--- config.mk ---
export PLATFORM = sky130hd
export DESIGN_NAME = fusion_accum_2b
export DESIGN_NICKNAME = d
export VERILOG_FILES = /design/src/rtl/fusion_accum_2b.sv
export SDC_FILE = /design/constraint.sdc
export NUM_CORES = 1
export LEC_CHECK = 0
export CAP_MARGIN = 30
export CORE_ASPECT_RATIO = 1.75
export CORE_MARGIN = 2
export CORE_UTILIZATION = 61
export CTS_CLUSTER_SIZE = 30
export DETAILED_ROUTE_END_ITERATION = 8
export HOLD_SLACK_MARGIN = 0.03
export PLACE_DENSITY_LB_ADDON = 0.25
export SLEW_MARGIN = 5
export SYNTH_ARGS = -nofsm -noshare
export SYNTH_HDL_FRONTEND = slang
export SYNTH_SLANG_ARGS = --single-unit
--- constraint.sdc ---
create_clock -name clk -period 11.45 [get_ports clk]
set_clock_uncertainty 0.05 [all_clocks]
set_input_delay 1.145 -clock clk [delete_from_list [all_inputs] [get_ports clk]]
set_output_delay 1.145 -clock clk [all_outputs]
set_load 0.01 [all_outputs]
--- src/rtl/fusion_accum_2b.sv ---
// rtl/fusion_accum_2b.sv - precision-fused brick-product frame accumulator with result handshake
module fusion_accum_2b (
    input  logic        clk,
    input  logic        rst,
    input  logic [3:0]  Precision,
    input  logic [79:0] P_in,
    input  logic        in_valid,
    input  logic        in_first,
    input  logic        in_last,
    output logic        in_ready,
    output logic        out_valid,
    input  logic        out_ready,
    output logic [31:0] Psum_out,
    output logic        prec_err
);

    typedef enum logic [1:0] {
        IDLE  = 2'b00,
        RUN   = 2'b01,
        DRAIN = 2'b10,
        HOLD  = 2'b11
    } state_t;

    state_t      state;
    logic [3:0]  prec_q;
    logic        s1_valid;
    logic        s1_first;
    logic        s1_last;
    logic [31:0] s1_sum;
    logic [31:0] acc;

    logic        accept;
    logic        take_beat;
    logic        take_first;
    logic [1:0]  raw_i;
    logic [1:0]  raw_w;
    logic [3:0]  prec_clean;
    logic        prec_bad;
    logic [3:0]  prec_use;
    logic [1:0]  i_mask;
    logic [1:0]  w_mask;
    logic [3:0]  kk;
    logic [1:0]  i_idx;
    logic [1:0]  w_idx;
    logic [3:0]  shift;
    logic [20:0] term;
    logic [20:0] beat_sum;
    logic [31:0] beat_sum_ext;

    // Handshake qualification and precision code cleanup (illegal 11 fields fall back to 2b)
    always_comb begin
        accept     = in_valid && in_ready;
        take_first = accept && in_first;
        // Non-first beats only count once a frame is open; stray beats in IDLE are dropped
        take_beat  = accept && (in_first || (state == RUN));
        raw_i      = Precision[3:2];
        raw_w      = Precision[1:0];
        prec_bad   = (raw_i == 2'b11) || (raw_w == 2'b11);
        prec_clean = {(raw_i == 2'b11) ? 2'b00 : raw_i,
                      (raw_w == 2'b11) ? 2'b00 : raw_w};
        // The first beat of a frame uses the code it carries; later beats use the latched one
        prec_use   = in_first ? prec_clean : prec_q;
    end

    // Beat sum: each brick product is weighted by 4^(input slice + weight slice)
    always_comb begin
        // Slice index masks: code 00 -> 1 slice, 01 -> 2 slices, 10 -> 4 slices
        i_mask   = {prec_use[3], prec_use[3] | prec_use[2]};
        w_mask   = {prec_use[1], prec_use[1] | prec_use[0]};
        kk       = 4'd0;
        i_idx    = 2'd0;
        w_idx    = 2'd0;
        shift    = 4'd0;
        term     = 21'd0;
        beat_sum = 21'd0;
        for (int k = 0; k < 16; k++) begin
            kk       = 4'(k);
            i_idx    = kk[3:2] & i_mask;
            w_idx    = kk[1:0] & w_mask;
            shift    = {1'b0, i_idx, 1'b0} + {1'b0, w_idx, 1'b0};
            term     = {{16{P_in[5*k+4]}}, P_in[5*k +: 5]};
            term     = term << shift;
            beat_sum = beat_sum + term;
        end
        beat_sum_ext = {{11{beat_sum[20]}}, beat_sum};
    end

    // Frame precision latch and sticky illegal-code flag, both sampled only on a frame start
    always_ff @(posedge clk) begin
        if (rst) begin
            prec_q   <= 4'b0000;
            prec_err <= 1'b0;
        end else if (take_first) begin
            prec_q <= prec_clean;
            if (prec_bad) begin
                prec_err <= 1'b1;
            end
        end
    end

    // Stage S1: capture the beat sum and its frame markers on acceptance
    always_ff @(posedge clk) begin
        if (rst) begin
            s1_valid <= 1'b0;
            s1_first <= 1'b0;
            s1_last  <= 1'b0;
            s1_sum   <= 32'd0;
        end else begin
            s1_valid <= take_beat;
            if (take_beat) begin
                s1_sum   <= beat_sum_ext;
                s1_first <= in_first;
                s1_last  <= in_last;
            end
        end
    end

    // Stage S2: a first beat reloads the accumulator, later beats add with 32-bit wrap
    always_ff @(posedge clk) begin
        if (rst) begin
            acc <= 32'd0;
        end else if (s1_valid) begin
            acc <= s1_first ? s1_sum : (acc + s1_sum);
        end
    end

    // Frame control FSM with registered in_ready, out_valid and Psum_out
    always_ff @(posedge clk) begin
        if (rst) begin
            state     <= IDLE;
            in_ready  <= 1'b1;
            out_valid <= 1'b0;
            Psum_out  <= 32'd0;
        end else begin
            case (state)
                IDLE: begin
                    if (take_first) begin
                        if (in_last) begin
                            state    <= DRAIN;
                            in_ready <= 1'b0;
                        end else begin
                            state <= RUN;
                        end
                    end
                end
                RUN: begin
                    // A new first beat simply restarts the frame; S2 reloads acc from it
                    if (accept && in_last) begin
                        state    <= DRAIN;
                        in_ready <= 1'b0;
                    end
                end
                DRAIN: begin
                    // S2 folds the last beat into acc on this same edge
                    if (s1_valid && s1_last) begin
                        state <= HOLD;
                    end
                end
                HOLD: begin
                    // First HOLD cycle publishes acc; the result then stays until taken
                    if (!out_valid) begin
                        out_valid <= 1'b1;
                        Psum_out  <= acc;
                    end else if (out_ready) begin
                        out_valid <= 1'b0;
                        Psum_out  <= 32'd0;
                        state     <= IDLE;
                        in_ready  <= 1'b1;
                    end
                end
                default: begin
                    state    <= IDLE;
                    in_ready <= 1'b1;
                end
            endcase
        end
    end

endmodule

Run 1, sequential cells coloured by netlist name:
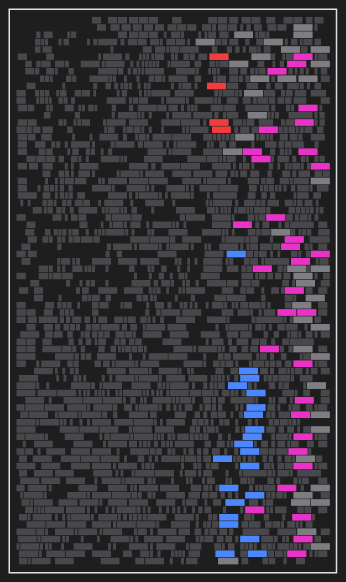
colour	netlist name	sequential cells
magenta	acc	32
red	prec_q	4
blue	s1_sum	21
not coloured	40
register fraction of the total cell area: 11.8%
Flop area: 1940 µm²
final core occ: 69.2%

Run 1, M1 wires:
Supply wires on this layer in grey. Cells faint in the background.
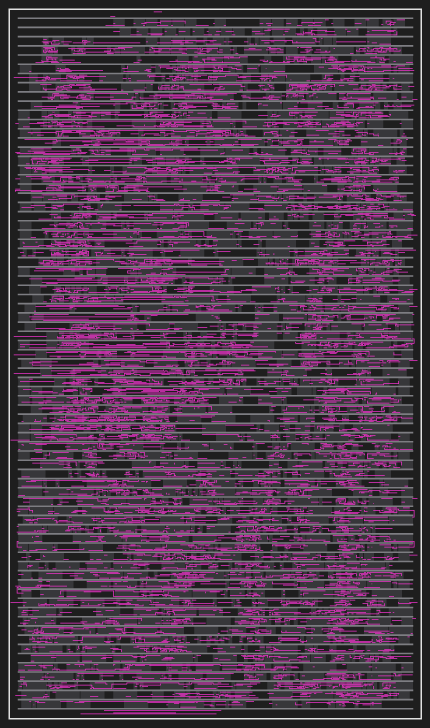
main direction	horizontal
wire length on this layer	14700 µm
longest straight run	46.0 µm
WL final: 45600 µm
met1 capacity usage during global routing: 37.2%
vias after detailed routing: 12700

Run 1, track usage over the die:
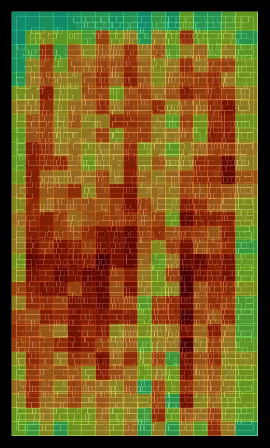
Most Used Layer, Global Route: met2
All-Layer GR Usage: 36.9%
post-DR wirelength/cell: 21.5 µm
met2 demand-to-capacity share in global routing: 69.6%
GR Layer Usage met3: 3.74%

==> results.txt, run 1 <==
Flow results are below.

- After synthesis, the share of flip-flops with an asynchronous set or reset is 0%.
- The die height is 209 µm, for reference.
- Counting endpoints that fail hold in the final report gives 0.
- The synthesis-to-layout area growth is 12.4%, for reference.
- The category of the critical setup timing path is primary input to flip-flop, for reference.
- The worst setup path is launched from a primary input.
- The run finished with clean final reports.
- Setup repair after global routing left no endpoint under its margin.
- The clock tree from TritonCTS is yes, for reference.
- Counting flops and latches in the post-synthesis netlist gives 97.
- The flip-flop cell with the highest count after synthesis is dfxtp_1, for reference.
- The number of DRC markers after the initial detailed-route iteration is 882, for reference.
- The number of different library cells in the post-synthesis netlist is 69, for reference.
- The number of clock sinks is 97, for reference.
- The number of cells in the finished layout apart from fillers is 2116, for reference.
- The instance count of the mapped netlist is 1721, for reference.
- OpenROAD reports that the post-layout worst path occupies 86.8% of the period.
- The length in cells of the worst reg-to-reg path is 31, for reference.
- At floorplan, the net count of the design was reported as 2131.
- The maximum frequency from static timing analysis is 0.101 GHz, for reference.
- The capturing element type of the critical path is a flip-flop, for reference.
- The number of buffers added to fix hold violations after cts is 0, for reference.
- Ranked by instance count, the synthesized netlist is headed by inv_1, fa_1, nand2_1.
- Among all stages on the critical path, the maximum delay recorded is 780 ps.
- Sorting the Yosys area breakdown by cell type puts at the top fa_1.
- Along the worst path, the maximum fanout reaches 22.
- The number of global-route vias before repair is 12900, for reference.
- The startpoint of the worst setup timing path is in_first, for reference.
- The total grt overflow is 0, for reference.
- The cell total after placement is 2099, for reference.
- The number of setup buffers added after CTS is 0.
- Averaged over all synthesized cells, the footprint is 8.52 µm².
==> run 1: worst max-delay path, delay by kind of cell <==
kind / cells / cell delay, ps
multiplexers: 3 / 1030
AND-OR/OR-AND: 7 / 1290
adder cells (fa/ha/maj): 9 / 4520
buffers and inverters: 9 / 1550
XOR/XNOR: 1 / 130
AND/OR/NAND/NOR: 3 / 470
==> run 1: placed cells by master (no fill, tap or decap), types with 30 or more instances in the layout <==
cell	n
o21ai_0	51
a31oi_1	39
nand2_1	193
a22oi_1	34
ha_1	66
xnor2_1	47
clkdlybuf4s50_1	123
fa_1	254
inv_1	289
nor2_1	132
dfxtp_1	96
a21oi_1	131
mux2i_1	30
==> run 1: final timing paths <==
path / endpoint / slack (ps)
worst max register to register: s1_sum[20] / 2820
worst min register to register: prec_q[1] / 410
worst min-delay path: prec_q[1] / 410
worst max-delay path: s1_sum[20] / 1510
==> run 1: flip-flops by register name (all words and copies together), names as in the netlist, 2 cells and up <==
register	cells
Psum_out	32
acc	32
s1_sum	21
prec_q	4
state	2
==> run 1: layer usage <==
layer | part of all wire, % | global-route usage [%] | vias up | wire length [µm]
met5 | 0 | 0 | - | 0
met4 | 8.2 | 24.4 | 0 | 3730
met3 | 4.4 | 3.74 | 166 | 2010
met2 | 55 | 69.6 | 527 | 25100
met1 | 32 | 37.2 | 6219 | 14700
li1 | - | - | 5782 | -
==> run 1: layout make-up <==
| cell class | count | area (µm²) | share of cell area [%] |
|---|---|---|---|
| Tap cell | 308 | 385 | 2.34 |
| Inverter | 291 | 1090 | 6.62 |
| Multi-Input combinational cell | 1258 | 11400 | 68.9 |
| Timing Repair Buffer | 146 | 1420 | 8.63 |
| Clock inverter | 4 | 27.5 | 0.167 |
| Clock buffer | 12 | 256 | 1.56 |
| Sequential cell | 97 | 1940 | 11.8 |
==> run 1: stage by stage <==
stage	hold slack (ps)	cell area (µm²)	worst slack [ps]	utilization [%]
6_report	410	16500	1510	69.2
5_1_grt	425	16500	1010	69.2
4_1_cts	411	16500	1560	69.1
3_5_place_dp	402	16200	1200	67.9
3_3_place_gp	392	16200	1240	67.8
2_1_floorplan	386	14700	2260	-
==> run 1: kinds of logic (layout without fill, tap and decap cells) <==
| kind of cell | after synthesis | count (layout) | share of synthesized area (%) |
|---|---|---|---|
| mux | 43 | 43 | 3.06 |
| xor+xnor | 57 | 57 | 3.40 |
| fa+ha+maj | 320 | 320 | 40.3 |
| compound gates | 387 | 387 | 17.2 |
| buf+inv | 366 | 453 | 9.38 |
| simple gates | 451 | 451 | 13.4 |
| flops | 97 | 97 | 13.2 |
==> run 2, diff against run 1 <==
--- a/config.mk
+++ b/config.mk
@@ -5,12 +5,14 @@
 export SDC_FILE = /design/constraint.sdc
 export NUM_CORES = 1
 export LEC_CHECK = 0
-export CAP_MARGIN = 30
+export ABC_CLOCK_PERIOD_IN_PS = 11450
+export CAP_MARGIN = 20
 export CORE_ASPECT_RATIO = 1.75
 export CORE_MARGIN = 2
 export CORE_UTILIZATION = 61
 export CTS_CLUSTER_SIZE = 30
 export DETAILED_ROUTE_END_ITERATION = 8
+export GPL_TIMING_DRIVEN = 0
 export HOLD_SLACK_MARGIN = 0.03
 export PLACE_DENSITY_LB_ADDON = 0.25
 export SLEW_MARGIN = 5
Run 2, M1 wires:
Supply wires on this layer in grey. Cells faint in the background.
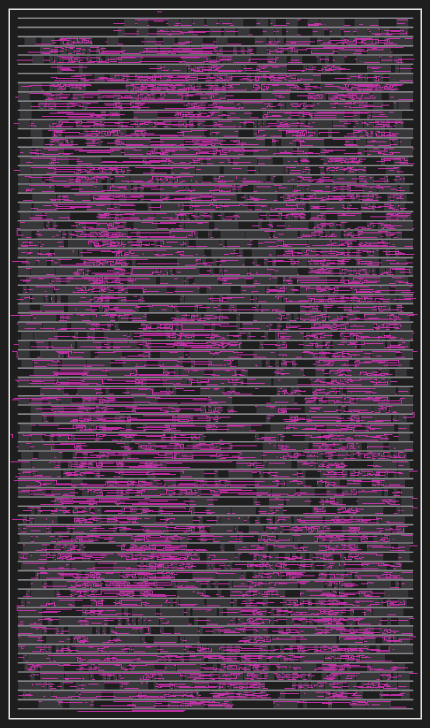
main direction	horizontal
share of all routed wire	30%
met1 capacity usage during global routing: 37.8%
vias after detailed routing: 13200
WL final: 50500 µm

Run 2, signal wires on met2:
Cells faint in the background.
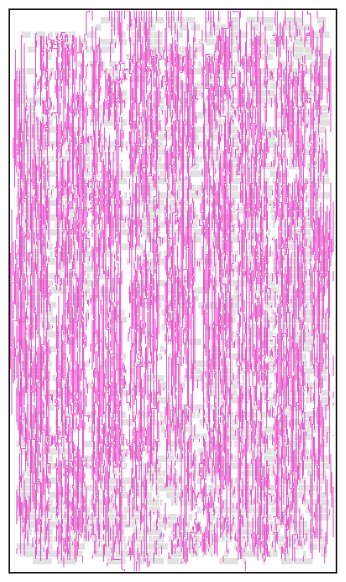
nets with wire on the layer	1985
wire length on this layer	26.5 mm
met2 demand-to-capacity share in global routing: 74.1%

Run 2, sequential cells coloured by netlist name:
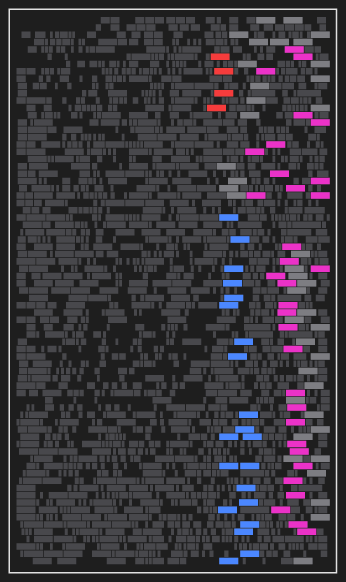
colour	netlist name	sequential cells
blue	s1_sum	21
magenta	acc	32
red	prec_q	4
not coloured	40
register fraction of the total cell area: 11.7%
Flop area: 1940 µm²
final core occ: 69.7%

==> run 2 against run 1 <==
Net effect: design area up 0.74%; area after synthesis unchanged; sequential cell count unchanged; cell count up 2.4%; sequential share of layout area down 0.094 points; worst hold slack better by 4.6 ps.
==> results.txt, run 2 <==
Flow results are below.

- The number of buffers added to fix hold violations after cts came to 0 (unchanged).
- The final cycle utilization of the critical path is 96.8% (+10 points), for reference.
- TritonCTS built the clock tree.
- The largest fanout on the critical path is 11 (-50%).
- The flow ran to the end, and the final reports show no timing, DRC or antenna violations.
- The instance count of the mapped netlist is 1721 (unchanged), for reference.
- The number of different library cells in the post-synthesis netlist is 69 (unchanged), for reference.
- Yosys reports that the leading cell type by area covers 34.7% of the netlist area.
- The cell count listed in synth_stat.txt is 1721, for reference.
- Compared with the post-synthesis result, the final layout area differs by 13.2%.
- The maximum frequency from static timing analysis is 0.0902 GHz (-10%), for reference.
- The total grt overflow is 0 (unchanged), for reference.
- The share of flip-flops with an asynchronous set or reset after synthesis is 0% (unchanged), for reference.
- The largest delay contributor family on the critical path is adder cells, for reference.
- The number of clock sinks was 97 (unchanged).
- The layer carrying the most global-route usage is met2, for reference.
- The average cell area after synthesis was 8.52 µm² (unchanged).
- The category of the critical setup timing path is primary input to flip-flop, for reference.
- The peak per-stage delay on the critical path is 740 ps (-40 ps).
- The final hold violation count is 0 (unchanged).
- The synthesis run identifies the leading combinational cell family as adder cells.
- In the synthesized netlist, the cells that appear most often are inv_1, fa_1, nand2_1.
- The total buffers and inverters traversed by the critical path is 9 (unchanged).
- The area taken by multi-input logic gates was 11400 µm² (about the same).
- The flip-flop cell with the highest count after synthesis is dfxtp_1, for reference.
- The capturing element type of the critical path is a flip-flop, for reference.
- Per the cell usage report, the commonest logic cells after layout are inv_1, fa_1, nand2_1.
- The met3 global-route usage is 4.04% (+0.30 points), for reference.
- The post-route cell area is 16600 µm² (+0.74%), for reference.
- Setup repair after global routing left no endpoint under its margin.
- The post-CTS setup-driven buffer insertion count is 0 (unchanged), for reference.
- The mux cell area share after synthesis is 3.06% (unchanged), for reference.
- The post-synth net total is 2131 (unchanged).
- The number of global-route vias before repair is 13800 (+6.7%), for reference.
- The global router's overall resource usage is 40.9% (+4.0 points), for reference.
- The largest total area in the synthesized netlist belongs to fa_1.
- The critical-path cell with the highest stage delay is xnor2_1, for reference.
- The largest registers in the layout are Psum_out x32, acc x32, s1_sum x21.
- The total placed instance area is 16300 µm² (+0.60%), for reference.
- The detailed placement HPWL is 43500 µm, for reference.
- The die height is 209 µm (unchanged), for reference.
- The xor-xnor portion of the synthesized cell area was 3.40% (unchanged).
- The post-CTS resize count is 1, for reference.
- The aoi/oai-family share of the synthesized area is 17.2% (unchanged).
- The routed length per placed instance is 23.3 µm (+8.3%), for reference.
- The number of DRC markers after the initial detailed-route iteration is 1145 (+30%), for reference.
- The register area share after synthesis is 13.2%, for reference.
- The total of flip-flops plus latches after synthesis is 97 (unchanged).
[run 2: final timing paths]
| kind | from | slack (ps) | cells after the start | to |
|---|---|---|---|---|
| setup / recovery | Precision[1] | 370 | 33 | s1_sum[20] |
| hold / removal | prec_q[3] | 410 | 2 | prec_q[3] |
| setup reg to reg | prec_q[1] | 1460 | 31 | s1_sum[20] |
| hold reg to reg | prec_q[3] | 410 | 2 | prec_q[3] |
[run 2: per-stage QoR]
step | std cells | hold WS, ps | worst slack [ps] | setup TNS [ps]
after detailed placement | 2151 | 408 | -389 | -437
after global placement | 2151 | 392 | -353 | -353
after floorplan | 1721 | 386 | 2260 | 0
after CTS | 2167 | 416 | 226 | 0
final | 2167 | 414 | 370 | 0
after global routing | 2167 | 446 | 82.1 | 0
[run 2: logic make-up after synthesis]
| logic type | Yosys count |
|---|---|
| adders and majority gates | 320 |
| and+or+nand+nor | 451 |
| AOI/OAI and AO/OA | 387 |
| xor gates and xnor gates | 57 |
| DFF | 97 |
| buffers and inverters | 366 |
| muxes | 43 |
[run 2: cell type report]
type                    count  area share [%]
repair buffers            122            7.35
well taps                 308            2.32
clock buffers              11            1.46
flip-flops and latches     97            11.7
multi-input cells        1258            68.4
clock inverters             5           0.520
inverters                 291            6.58
plain buffers              75            1.72
[run 2: worst register-to-register path: cells and delay by family, from the launching register on]
kind | cells | cell delay (ps)
adders and majority gates | 9 | 4010
muxes | 2 | 1110
DFF | 1 | 320
buffers and inverters | 8 | 1420
xor gates and xnor gates | 2 | 900
AOI/OAI and AO/OA | 7 | 1350
and+or+nand+nor | 3 | 710
[run 2: layer usage]
layer / up-vias / share of wire, %
li1: 5897 / -
met1: 6427 / 30
met2: 651 / 52
met3: 241 / 4.5
met4: 0 / 13
met5: - / 0
